File: config.mk
export PLATFORM = sky130hd
export DESIGN_NAME = fp_mul_seq
export DESIGN_NICKNAME = d
export VERILOG_FILES = /design/src/rtl/fp_mul_seq.sv
export SDC_FILE = /design/constraint.sdc
export NUM_CORES = 1
export LEC_CHECK = 0
export CAP_MARGIN = 10
export CORE_UTILIZATION = 51
export CTS_CLUSTER_DIAMETER = 80
export DETAILED_ROUTE_END_ITERATION = 12
export GPL_TIMING_DRIVEN = 0
export PLACE_DENSITY = 0.79
export REMOVE_ABC_BUFFERS = 1
export SETUP_SLACK_MARGIN = 0.2
export SYNTH_ARGS = -nofsm -noshare
export SYNTH_HDL_FRONTEND = slang
export SYNTH_SLANG_ARGS = --single-unit
File: constraint.sdc
create_clock -name clock -period 17.2 [get_ports clock]
set_input_delay 5.16 -clock clock [delete_from_list [all_inputs] [get_ports clock]]
set_output_delay 5.16 -clock clock [all_outputs]
set_load 0.02 [all_outputs]
File: src/rtl/fp_mul_seq.sv
// fp_mul_seq: sequential floating-point multiplier with valid/ready handshakes.
//
// Operands are packed {sign, exponent, fraction}. Special operands (NaN, inf,
// zero/denormal) are resolved in the accepting cycle and reported one cycle
// later. Normal operands are multiplied with a one-bit-per-cycle shift-add
// loop, normalised once, and truncated. Denormal inputs act as signed zero.
// Denormal outputs are never produced: small results flush to zero.
//
// Ports:
//   clock      sole clock, rising edge
//   reset      asynchronous, active-high
//   in_valid   operands a/b present
//   in_ready   block can accept operands (IDLE only, low during reset)
//   a, b       operands, W = 1+EXPONENT_BITS+FRACTION_BITS bits
//   out_valid  result/flags valid (DONE only)
//   out_ready  consumer takes the result
//   result     product, W bits
//   flags      {invalid, overflow, underflow, zero}
//
// state | meaning
// ------+-------------------------------------------------------------
// IDLE  | waiting for in_valid; operands are classified on accept
// MUL   | shift-add multiply, one multiplier bit per cycle
// NORM  | one-cycle normalise, truncate, overflow/underflow check
// DONE  | result/flags held until out_ready
module fp_mul_seq #(
  parameter int EXPONENT_BITS = 8,
  parameter int FRACTION_BITS = 23
) (
  input  logic                                   clock,
  input  logic                                   reset,
  input  logic                                   in_valid,
  output logic                                   in_ready,
  input  logic [EXPONENT_BITS+FRACTION_BITS:0]   a,
  input  logic [EXPONENT_BITS+FRACTION_BITS:0]   b,
  output logic                                   out_valid,
  input  logic                                   out_ready,
  output logic [EXPONENT_BITS+FRACTION_BITS:0]   result,
  output logic [3:0]                             flags
);

  localparam int EB = EXPONENT_BITS;
  localparam int FB = FRACTION_BITS;
  localparam int W  = 1 + EB + FB;
  localparam int M  = FB + 1;          // significand width incl. hidden bit
  localparam int PW = 2 * M;           // full product width
  localparam int EW = EB + 2;          // signed exponent working width
  localparam int CW = $clog2(M);       // bit-counter width

  localparam logic signed [EW-1:0] BIAS     = EW'((2 ** (EB - 1)) - 1);
  localparam logic signed [EW-1:0] EXP_MAX  = EW'((2 ** EB) - 1);
  localparam logic signed [EW-1:0] EXP_ONE  = EW'(1);
  localparam logic signed [EW-1:0] EXP_ZERO = '0;

  localparam logic [W-1:0] CANON_NAN = {1'b0, {EB{1'b1}}, 1'b1, {(FB-1){1'b0}}};

  typedef enum logic [1:0] {
    IDLE = 2'd0,
    MUL  = 2'd1,
    NORM = 2'd2,
    DONE = 2'd3
  } state_t;

  state_t                 state_q, state_d;
  logic                   sign_q, sign_d;
  logic signed [EW-1:0]   exp_q, exp_d;
  logic [PW-1:0]          mcand_q, mcand_d;
  logic [M-1:0]           mplier_q, mplier_d;
  logic [PW-1:0]          prod_q, prod_d;
  logic [CW-1:0]          cnt_q, cnt_d;
  logic [W-1:0]           result_q, result_d;
  logic [3:0]             flags_q, flags_d;

  // operand fields and classification
  logic          a_sign, b_sign;
  logic [EB-1:0] a_exp, b_exp;
  logic [FB-1:0] a_frac, b_frac;
  logic          a_zero, b_zero, a_inf, b_inf, a_nan, b_nan;
  logic          res_sign;
  logic          accept;

  logic signed [EW-1:0] exp_norm;
  logic [FB-1:0]        frac_norm;

  always_comb begin
    a_sign = a[W-1];
    b_sign = b[W-1];
    a_exp  = a[W-2 -: EB];
    b_exp  = b[W-2 -: EB];
    a_frac = a[FB-1:0];
    b_frac = b[FB-1:0];
    // exponent 0 covers both zero and denormal, which are treated alike
    a_zero = (a_exp == '0);
    b_zero = (b_exp == '0);
    a_inf  = (a_exp == '1) && (a_frac == '0);
    b_inf  = (b_exp == '1) && (b_frac == '0);
    a_nan  = (a_exp == '1) && (a_frac != '0);
    b_nan  = (b_exp == '1) && (b_frac != '0);
    res_sign = a_sign ^ b_sign;
  end

  assign in_ready  = (state_q == IDLE) && !reset;
  assign out_valid = (state_q == DONE);
  assign result    = result_q;
  assign flags     = flags_q;
  assign accept    = in_valid && in_ready;

  always_comb begin
    state_d   = state_q;
    sign_d    = sign_q;
    exp_d     = exp_q;
    mcand_d   = mcand_q;
    mplier_d  = mplier_q;
    prod_d    = prod_q;
    cnt_d     = cnt_q;
    result_d  = result_q;
    flags_d   = flags_q;
    exp_norm  = exp_q;
    frac_norm = '0;

    case (state_q)
      IDLE: begin
        if (accept) begin
          sign_d = res_sign;
          if (a_nan || b_nan || (a_inf && b_zero) || (b_inf && a_zero)) begin
            result_d = CANON_NAN;
            flags_d  = 4'b1000;
            state_d  = DONE;
          end else if (a_inf || b_inf) begin
            result_d = {res_sign, {EB{1'b1}}, {FB{1'b0}}};
            flags_d  = 4'b0000;
            state_d  = DONE;
          end else if (a_zero || b_zero) begin
            result_d = {res_sign, {(W-1){1'b0}}};
            flags_d  = 4'b0001;
            state_d  = DONE;
          end else begin
            exp_d    = $signed({2'b00, a_exp}) + $signed({2'b00, b_exp}) - BIAS;
            mcand_d  = {{M{1'b0}}, 1'b1, a_frac};
            mplier_d = {1'b1, b_frac};
            prod_d   = '0;
            cnt_d    = CW'(FB);
            state_d  = MUL;
          end
        end
      end

      MUL: begin
        // multiplicand moves left as multiplier bits are consumed LSB first
        if (mplier_q[0]) begin
          prod_d = prod_q + mcand_q;
        end
        mcand_d  = mcand_q << 1;
        mplier_d = mplier_q >> 1;
        if (cnt_q == '0) begin
          state_d = NORM;
        end else begin
          cnt_d = cnt_q - CW'(1);
        end
      end

      NORM: begin
        // product of two [1,2) significands lies in [1,4): at most one shift
        if (prod_q[PW-1]) begin
          exp_norm  = exp_q + EXP_ONE;
          frac_norm = prod_q[PW-2 -: FB];
        end else begin
          exp_norm  = exp_q;
          frac_norm = prod_q[PW-3 -: FB];
        end
        if (exp_norm >= EXP_MAX) begin
          result_d = {sign_q, {EB{1'b1}}, {FB{1'b0}}};
          flags_d  = 4'b0100;
        end else if (exp_norm <= EXP_ZERO) begin
          result_d = {sign_q, {(W-1){1'b0}}};
          flags_d  = 4'b0011;
        end else begin
          result_d = {sign_q, exp_norm[EB-1:0], frac_norm};
          flags_d  = 4'b0000;
        end
        exp_d   = exp_norm;
        state_d = DONE;
      end

      DONE: begin
        if (out_ready) begin
          state_d = IDLE;
        end
      end

      default: begin
        state_d = IDLE;
      end
    endcase
  end

  always_ff @(posedge clock or posedge reset) begin
    if (reset) begin
      state_q  <= IDLE;
      sign_q   <= 1'b0;
      exp_q    <= '0;
      mcand_q  <= '0;
      mplier_q <= '0;
      prod_q   <= '0;
      cnt_q    <= '0;
      result_q <= '0;
      flags_q  <= '0;
    end else begin
      state_q  <= state_d;
      sign_q   <= sign_d;
      exp_q    <= exp_d;
      mcand_q  <= mcand_d;
      mplier_q <= mplier_d;
      prod_q   <= prod_d;
      cnt_q    <= cnt_d;
      result_q <= result_d;
      flags_q  <= flags_d;
    end
  end

endmodule

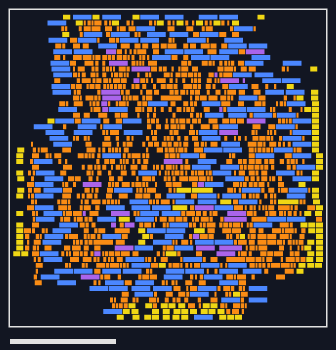
Fig. 1. Cells colored by class.
Scale bar: 50 um.
- orange: all other logic (cells 981; share of their area 51%)
- purple: clock drivers and dummy loads (cells 32; share of their area 4.7%)
- blue: flip-flops (cells 174; share of their area 35%)
- yellow: other buffers and delay cells (cells 114; share of their area 9.6%)

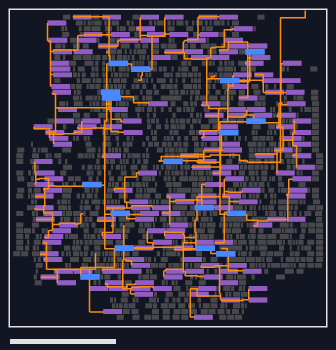
Fig. 2. Clock wires, drivers and flops.
Scale bar: 50 um.
- blue: cells driving clock nets (count 17)
- orange: clock wires (length 2160 um)
- purple: flip-flops (count 174)
- routed clock nets: 18
- flops lie: all over the die
Clock Power Share: 21.1%
clk pwr: 389 uW

==> flow_results.org <==
#+TITLE: Physical design notes

** Worst setup path
- The report puts the cell count of the worst reg-to-reg path at 6.
- CP top delay family :: buffers and inverters
- CP arrival :: 6470 ps
- Counting stages on the worst path, the most repeated cell is clkdlybuf4s50_1.
- The longest incremental delay of any stage on the critical path is reported as 620 ps.
- Setup crit start kind :: input port
- Critical path type :: input port to primary output

** Die
- FP Core Util :: 52.2%
- 106 I/O pins were placed.

** Synth
- After synthesis the cells add up to 0.0110 mm^2.
- The synthesis stat section lists a flop and latch total of 174.
- Post-synth top flop :: dfrtp_1
- Yosys mapped a number of flops with a built-in enable equal to 0.

** Global route
- Via count of the first global-routing pass :: 8993
- Per the GRT congestion report, total overflow comes to 0.
- Antenna violations before repair :: 0
- Largest net degree at the start of global routing :: 95

** Clocking
- H-Tree Depth :: 4
- In this run, post-CTS repair resized a total of 0 instances.
- Looking at the worst setup and hold paths, the clock pins of their registers show a slew of 70 ps.
- TritonCTS clock tree :: yes
- Number of buffers created by CTS :: 17

** Hold path
- Looking at hold timing, the worst path starts from result[8]$_DFFE_PP0P_.
- Tightest Hold Check Type :: register to register

** Power and ir drop
- Reported net switching power :: 757 uW
- The highest supply drop recorded on VDD is 75.8 uV.

** Final timing
- Clock skew on the completed layout was measured at 12.6 ps.
- The most critical hold endpoint after final layout shows a slack of 479 ps.

** Finish
- At the end of the flow, the number of nets in the layout was 1428.
- In the layout the commonest cells are nand2_1 (173), dfrtp_1 (173), o21ai_0 (144).
- Leaving out buffers and inverters, the combinational logic in the layout accounts for 0.00629 mm^2.

** Routing
- Number of iterations in the first detailed-routing pass :: 5
- DR WL/cell :: 16.9 um

** Outcome
- Run status :: finished clean

** Place
- Final GP Congestion :: 0.897
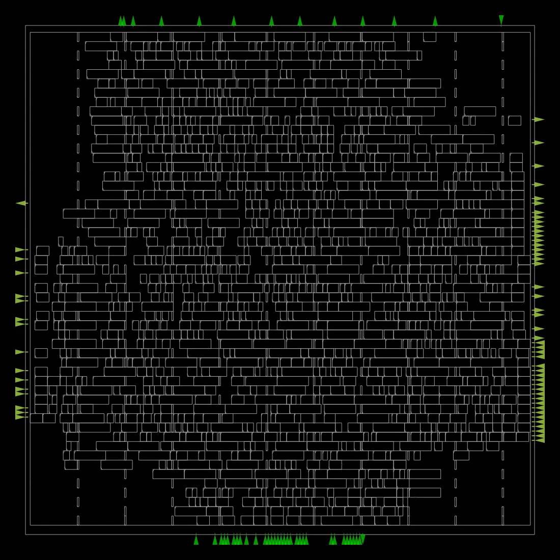
Fig. 3. Cell outlines without signal wires.
core area: 0.0211 mm^2
Rows: 53
Tapcell Cnt: 275
Post-Layout Cell Count: 1576
number of fill cells in the layout: 1767

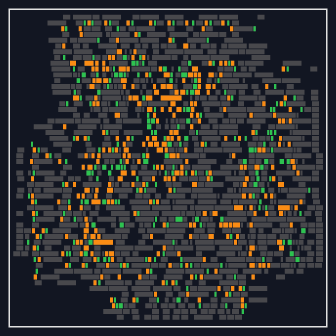
Fig. 4. Logic cells by family.
- orange: inverting AOI/OAI gates (cells 308)
- green: NAND gates (cells 229; where all over the die)

## cell usage after synthesis (3+ instances only)
| cell type | instances | area share, % |
|---|---|---|
| a211oi_1 | 10 | 0.68 |
| a21boi_0 | 3 | 0.20 |
| a21o_1 | 18 | 1.2 |
| a21oi_1 | 88 | 4.0 |
| a22o_1 | 29 | 2.3 |
| a22oi_1 | 4 | 0.27 |
| a31oi_1 | 5 | 0.28 |
| a32o_1 | 3 | 0.27 |
| and2_1 | 6 | 0.34 |
| and3_1 | 7 | 0.40 |
| and4_1 | 5 | 0.40 |
| buf_1 | 9 | 0.31 |
| buf_2 | 13 | 0.59 |
| clkbuf_1 | 43 | 1.5 |
| dfrtp_1 | 174 | 40 |
| ha_1 | 70 | 8.0 |
| inv_1 | 36 | 1.2 |
| mux2i_1 | 75 | 6.8 |
| nand2_1 | 173 | 5.9 |
| nand2b_1 | 7 | 0.40 |
| nand3_1 | 18 | 0.82 |
| nand4_1 | 27 | 1.5 |
| nor2_1 | 56 | 1.9 |
| nor3_1 | 13 | 0.59 |
| nor3b_1 | 3 | 0.20 |
| nor4_1 | 17 | 0.97 |
| nor4b_1 | 4 | 0.32 |
| o211ai_1 | 5 | 0.34 |
| o21a_1 | 10 | 0.68 |
| o21ai_0 | 145 | 6.6 |
| o21ai_1 | 6 | 0.27 |
| o21bai_1 | 12 | 0.82 |
| o22a_1 | 5 | 0.40 |
| o22ai_1 | 5 | 0.28 |
| o31ai_1 | 6 | 0.41 |
| or3_1 | 9 | 0.51 |
| or4_1 | 5 | 0.34 |
| xnor2_1 | 30 | 2.4 |
| xor2_1 | 23 | 1.8 |
## cell families after synthesis
logic type                 synth area share, %
AOI/OAI and AO/OA                         21.6
xor gates and xnor gates                  4.22
adders and majority gates                 8.32
buffers and inverters                     3.59
DFF                                       39.6
muxes                                     7.03
and+or+nand+nor                           15.6
## metrics by stage
step	power [mW]	instances	util (%)	setup slack, ps
2_1_floorplan	1.19	1155	-	3530
3_3_place_gp	1.40	1535	57.6	-642
3_5_place_dp	1.45	1544	58.5	5570
4_1_cts	1.84	1576	61.3	5560
5_1_grt	1.98	1576	61.3	5510
6_report	1.84	1576	61.3	5570
## worst register-to-register path: cells and delay by family, from the launching register on
family                     cells  cell delay [ps]
AOI/OAI and AO/OA              2             1320
DFF                            1              430
buffers and inverters          2              620
adders and majority gates      1              800
and+or+nand+nor                1              980
## flip-flops by register name, indices dropped and copies added (netlist names)
signal and cells:
sign_q 1, mcand_q 48, flags 4, state_q 2
mplier_q 24, exp_q 10, prod_q 48, cnt_q 5
result 32
## power by group through the flow
stage	logic (mW)	registers (mW)	clock network [mW]
floorplan	0.573	0.621	0
global placement	0.775	0.626	0
detailed placement	0.820	0.630	0
CTS	0.825	0.624	0.394
global route	0.923	0.642	0.411
finish	0.828	0.625	0.389
## layer usage
metal	vias to the layer above	track usage (%)	wire length, um
met4	0	8.57	480
li1	4582	-	-
met1	4505	34.3	12500
met2	242	41.0	12500
met3	39	3.39	1180
met5	-	0	0
## cell type report
cell class                 count  area share (%)
tap                          275            2.66
sequential                   174            33.7
clock inverter                12            1.04
clock buffer                  20            3.53
multi-input combinational    945            48.6
timing repair buffer         114            9.38
inverter                      36            1.10
Power figures rest on the tool's default switching activity, not on a simulated workload.
